<file path="src/rtl/unit_forward_sb.sv">
// unit_forward_sb: scoreboard-based operand forwarding and load-use hazard unit.
// Tracks the destination registers of the DEPTH instructions in flight after ID.
// It selects the EX operand source for each operand, stalls ID on a load-use
// hazard, and counts stall cycles with a saturating counter.
//
// Ports:
//   i_clock, i_reset       clock (rising edge), asynchronous active-low reset
//   i_halt                 freeze all state (outputs still track state/inputs)
//   i_flush                kill the instruction currently in ID
//   i_id_*                 ID-stage instruction fields
//   o_forward_A/B          EX operand select: 0 = register file, DEPTH+1-j = stage j
//   o_stall                hold PC/IF/ID and insert a bubble into EX
//   o_stall_count          saturating count of stall cycles
module unit_forward_sb #(
    parameter int unsigned NB_REG     = 5,
    parameter int unsigned DEPTH      = 3,
    parameter int unsigned LOAD_READY = 3,
    parameter int unsigned NB_SEL     = $clog2(DEPTH),
    parameter int unsigned NB_CNT     = 16
) (
    input  logic              i_clock,
    input  logic              i_reset,
    input  logic              i_halt,
    input  logic              i_flush,
    input  logic              i_id_valid,
    input  logic [NB_REG-1:0] i_id_rs,
    input  logic [NB_REG-1:0] i_id_rt,
    input  logic              i_id_use_rs,
    input  logic              i_id_use_rt,
    input  logic [NB_REG-1:0] i_id_write_reg,
    input  logic              i_id_reg_write,
    input  logic              i_id_mem_to_reg,
    output logic [NB_SEL-1:0] o_forward_A,
    output logic [NB_SEL-1:0] o_forward_B,
    output logic              o_stall,
    output logic [NB_CNT-1:0] o_stall_count
);

    // Scoreboard entries; index 1 is the instruction now in EX.
    logic [DEPTH:1]    e_valid;
    logic [DEPTH:1]    e_reg_write;
    logic [DEPTH:1]    e_is_load;
    logic [NB_REG-1:0] e_write_reg [1:DEPTH];

    // Source operands of the EX instruction, kept to drive its forward selects.
    logic [NB_REG-1:0] e1_rs;
    logic [NB_REG-1:0] e1_rt;
    logic              e1_use_rs;
    logic              e1_use_rt;

    logic [DEPTH:1] m_ex_rs;
    logic [DEPTH:1] m_ex_rt;
    logic [DEPTH:1] m_id_rs;
    logic [DEPTH:1] m_id_rt;
    logic           hazard;
    logic           accept;

    // Youngest match among stages 2..DEPTH; a load still short of LOAD_READY yields 0.
    function automatic logic [NB_SEL-1:0] fwd_sel(input logic [DEPTH:1] m,
                                                  input logic [DEPTH:1] ld);
        logic [NB_SEL-1:0] sel;
        logic              done;
        sel  = '0;
        done = 1'b0;
        for (int unsigned j = 2; j <= DEPTH; j++) begin
            if (!done && m[j]) begin
                done = 1'b1;
                if (!ld[j] || (j >= LOAD_READY)) begin
                    sel = NB_SEL'(DEPTH + 1 - j);
                end
            end
        end
        return sel;
    endfunction

    // Youngest match over all stages is a load whose data cannot reach EX in time.
    function automatic logic load_hazard(input logic [DEPTH:1] m,
                                         input logic [DEPTH:1] ld);
        logic hz;
        logic done;
        hz   = 1'b0;
        done = 1'b0;
        for (int unsigned j = 1; j <= DEPTH; j++) begin
            if (!done && m[j]) begin
                done = 1'b1;
                hz   = ld[j] && ((j + 2) <= LOAD_READY);
            end
        end
        return hz;
    endfunction

    // Per-stage register matches for EX and ID operands; r0 never matches.
    always_comb begin
        m_ex_rs = '0;
        m_ex_rt = '0;
        m_id_rs = '0;
        m_id_rt = '0;
        for (int unsigned j = 1; j <= DEPTH; j++) begin
            m_ex_rs[j] = e_valid[j] & e_reg_write[j] & (e_write_reg[j] == e1_rs) & (e1_rs != '0);
            m_ex_rt[j] = e_valid[j] & e_reg_write[j] & (e_write_reg[j] == e1_rt) & (e1_rt != '0);
            m_id_rs[j] = e_valid[j] & e_reg_write[j] & (e_write_reg[j] == i_id_rs) & (i_id_rs != '0);
            m_id_rt[j] = e_valid[j] & e_reg_write[j] & (e_write_reg[j] == i_id_rt) & (i_id_rt != '0);
        end
    end

    // Forward selects depend on registered state only.
    always_comb begin
        o_forward_A = '0;
        o_forward_B = '0;
        if (e_valid[1] && e1_use_rs) begin
            o_forward_A = fwd_sel(m_ex_rs, e_is_load);
        end
        if (e_valid[1] && e1_use_rt) begin
            o_forward_B = fwd_sel(m_ex_rt, e_is_load);
        end
    end

    // Flush wins over stall: the killed instruction needs no operands.
    assign hazard  = i_id_valid & ((i_id_use_rs & load_hazard(m_id_rs, e_is_load)) |
                                   (i_id_use_rt & load_hazard(m_id_rt, e_is_load)));
    assign o_stall = hazard & ~i_flush;
    assign accept  = i_id_valid & ~o_stall & ~i_flush;

    // Scoreboard shift and stall counter; everything holds while halted.
    always_ff @(posedge i_clock or negedge i_reset) begin
        if (!i_reset) begin
            e_valid       <= '0;
            e_reg_write   <= '0;
            e_is_load     <= '0;
            e1_rs         <= '0;
            e1_rt         <= '0;
            e1_use_rs     <= 1'b0;
            e1_use_rt     <= 1'b0;
            o_stall_count <= '0;
            for (int unsigned j = 1; j <= DEPTH; j++) begin
                e_write_reg[j] <= '0;
            end
        end else if (!i_halt) begin
            e_valid     <= {e_valid[DEPTH-1:1], accept};
            e_reg_write <= {e_reg_write[DEPTH-1:1], i_id_reg_write};
            e_is_load   <= {e_is_load[DEPTH-1:1], i_id_mem_to_reg};
            for (int unsigned j = DEPTH; j >= 2; j--) begin
                e_write_reg[j] <= e_write_reg[j-1];
            end
            e_write_reg[1] <= i_id_write_reg;
            e1_rs          <= i_id_rs;
            e1_rt          <= i_id_rt;
            e1_use_rs      <= i_id_use_rs;
            e1_use_rt      <= i_id_use_rt;
            if (o_stall && (o_stall_count != '1)) begin
                o_stall_count <= o_stall_count + NB_CNT'(1);
            end
        end
    end

endmodule

</file>
<file path="config.mk">
export PLATFORM = sky130hd
export DESIGN_NAME = unit_forward_sb
export DESIGN_NICKNAME = d
export VERILOG_FILES = /design/src/rtl/unit_forward_sb.sv
export SDC_FILE = /design/constraint.sdc
export NUM_CORES = 1
export LEC_CHECK = 0
export ABC_AREA = 0
export CORE_MARGIN = 1
export CORE_UTILIZATION = 38
export DETAILED_ROUTE_END_ITERATION = 16
export SLEW_MARGIN = 40
export SYNTH_ARGS = -nofsm -noshare
export SYNTH_HDL_FRONTEND = slang
export SYNTH_SLANG_ARGS = --single-unit
</file>
<file path="constraint.sdc">
create_clock -name i_clock -period 2.5 [get_ports i_clock]
set_clock_uncertainty 0.2 [all_clocks]
set_input_delay 0.5 -clock i_clock [delete_from_list [all_inputs] [get_ports i_clock]]
set_output_delay 0.5 -clock i_clock [all_outputs]
set_load 0.05 [all_outputs]
</file>
### Metal 1

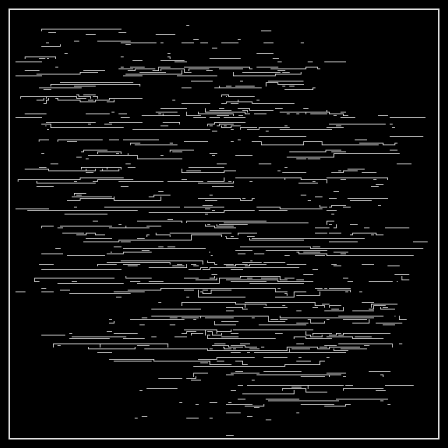
The layer carries 2700 um of wire. 278 nets have wire on it. The wires run mostly horizontal. The layer holds 49% of the routed length.
detailed-route via count: 1821
drt total wl: 5568 um

### M2 wires

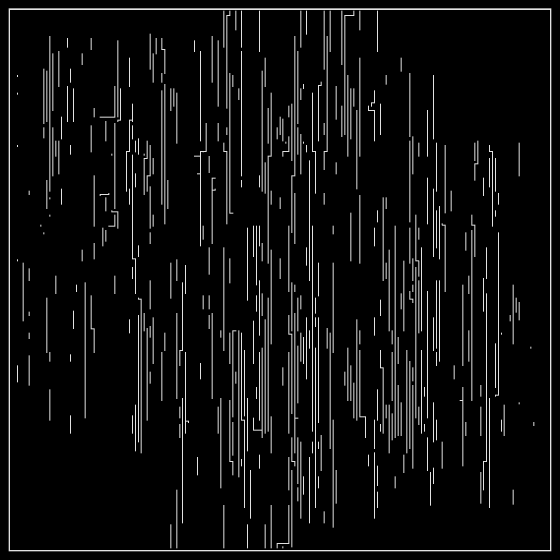
The layer carries 2610 um of wire. The longest straight run is 33.0 um. The layer holds 47% of the routed length. 272 nets have wire on it.

### M3 wires

Bar = 20 um.
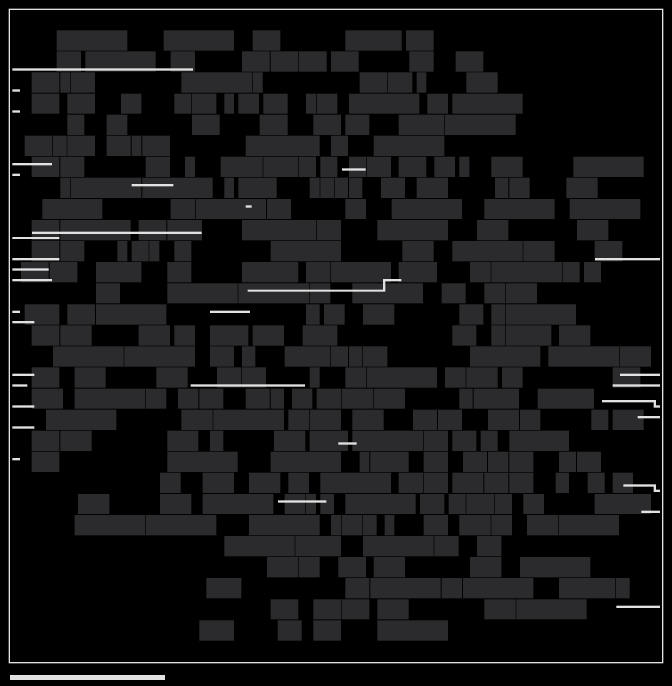
The longest straight run is 23.0 um. The wires run mostly horizontal. The layer holds 3.3% of the routed length.

### Congestion heat map

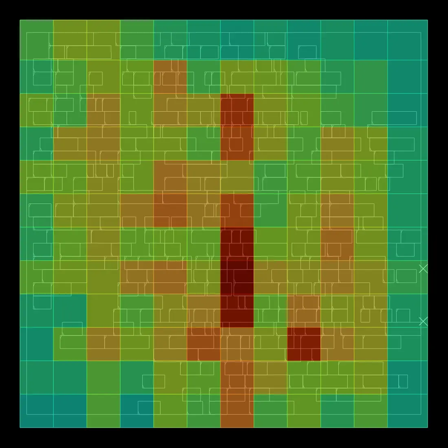
met1 global-route usage: 24.03%
total routing resource utilization after global routing: 17.15%
global-route track usage on met2: 26.97%

### Register map, names as in the netlist

Bar = 20 um.
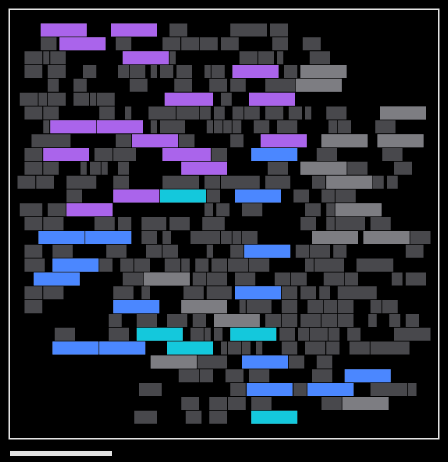
Cyan marks e1_rs, sequential cells 5. Blue marks e_write_reg, sequential cells 15. Purple marks o_stall_count, sequential cells 16.
Another 15 sequential cells are not colored.
reported sequential group power: 0.000976 W
fraction of area in registers: 35.91%
Register Area: 1279 sq um

==> flow_metrics.env <==
# yosys + openroad results
export IMPL_wirelength_met1_um=2702
export IMPL_count_of_plain_and_timing_repair_buffers=74
export IMPL_finish_utilization_pct=55.45
export IMPL_clkPwrFrac_pct=25.9
export IMPL_postCtsSetupRepairBufs=7
export IMPL_worstMarginPinSlew_ns=0.5821
export IMPL_dieHeight_um=84.18
export IMPL_synth_cell_area_sq_um=2566
export IMPL_postSynthCellCount=211
export IMPL_net_load_switching_power_w=0.0004859
export IMPL_relSlewSlack_pct=61.19
export IMPL_drv_max_cap_violation_count=0
export IMPL_openroad_warnings=29
export IMPL_detailroute_wirelength_met2_um=2608
export IMPL_postLayoutCellArea_sq_um=3561
export IMPL_final_hold_viol_count=19
export IMPL_cp_cell_sequence="or4_4, nor2_4, nor3_2, nor4_4, buf_12"
export IMPL_yosys_area_share_aoi_pct=2.243
export IMPL_top_cell="sky130_fd_sc_hd__dfrtp_1"
export IMPL_post_synth_mux_area_share_pct=14.63
export IMPL_max_root_sink_buffers=2
export IMPL_ys_sh_simple_pct=15.60
export IMPL_cell_int_power_w=0.001302
export IMPL_wl_per_cell_um=15.30
export IMPL_comb_power_w=0.000349
export IMPL_first_global_vias=1860
export IMPL_power_largest_group="sequential cells"
export IMPL_cp_endpoint="o_forward_A[0]"
export IMPL_post_synth_fa_ha_maj_area_fraction_pct=0.4876
export IMPL_ys_seq_share_pct=49.73
export IMPL_layout_nonclk_buf_share_pct=20.24
export IMPL_globalplace_congestion=0.7617
export IMPL_multi_input_combinational_gate_total=146
export IMPL_detail_route_first_pass_iterations=12
export IMPL_antenna_cells_inserted=0
export IMPL_synth_flops=51
export IMPL_fin_crit_sh_pct=104.3
export IMPL_edf_count=0
export IMPL_critical_path_slowest_cell="sky130_fd_sc_hd__or4_4"
export IMPL_setup_worst_path_end_class="output port"
export IMPL_rr_startpoint="e_write_reg[12]"
export IMPL_tap_cell_count=77
export IMPL_cts_htree_levels=2
export IMPL_number_of_flip_flops_in_the_largest_register=16
export IMPL_crit_path_max_fanout=2
export IMPL_synth_net_count=236
export IMPL_ranking_of_synthesized_cells_by_area="sky130_fd_sc_hd__dfrtp_1 50%, sky130_fd_sc_hd__mux2_2 14%, sky130_fd_sc_hd__xnor2_1 12%, sky130_fd_sc_hd__xor2_1 2.4%, sky130_fd_sc_hd__nand3_1 2.3%"
export IMPL_worst_ep_arrival_time_ns=1.91
export IMPL_drive_above_1_share_pct=37.28
export IMPL_criticalPathCategory="reg2out"
export IMPL_failing_checks="DRC, hold timing, setup timing"
export IMPL_detailedRoute_firstIterationViolations=61
export IMPL_worstHoldPathType="in2async"
export IMPL_setup_viol_count_final=3
export IMPL_ys_sh_xor_pct=14.68
export IMPL_number_of_antenna_violations_at_the_first_check_in_global_routing=0
export IMPL_layout_cells_most_common_list="49 x sky130_fd_sc_hd__dfrtp_1, 34 x sky130_fd_sc_hd__xnor2_1, 32 x sky130_fd_sc_hd__mux2_2"
export IMPL_hold_worst_slack_ns=-0.01144
export IMPL_crit_path_start="e1_rs[3]"
export IMPL_critPathMaxStageDelay_ns=0.56
export IMPL_outcome="complete, but fails checks"
export IMPL_drt_drc_violations_left=4
export IMPL_grt_overflow_total=0
export IMPL_place_ws_ns=-0.3917
export IMPL_post_synth_top_area_fraction_pct=49.73
export IMPL_inverters=8
export IMPL_final_critical_path_setup_slack_ns=-0.1083
export IMPL_cell_count_in_the_yosys_report=211
No activity file was given, so power comes from the tool's default toggle rates.
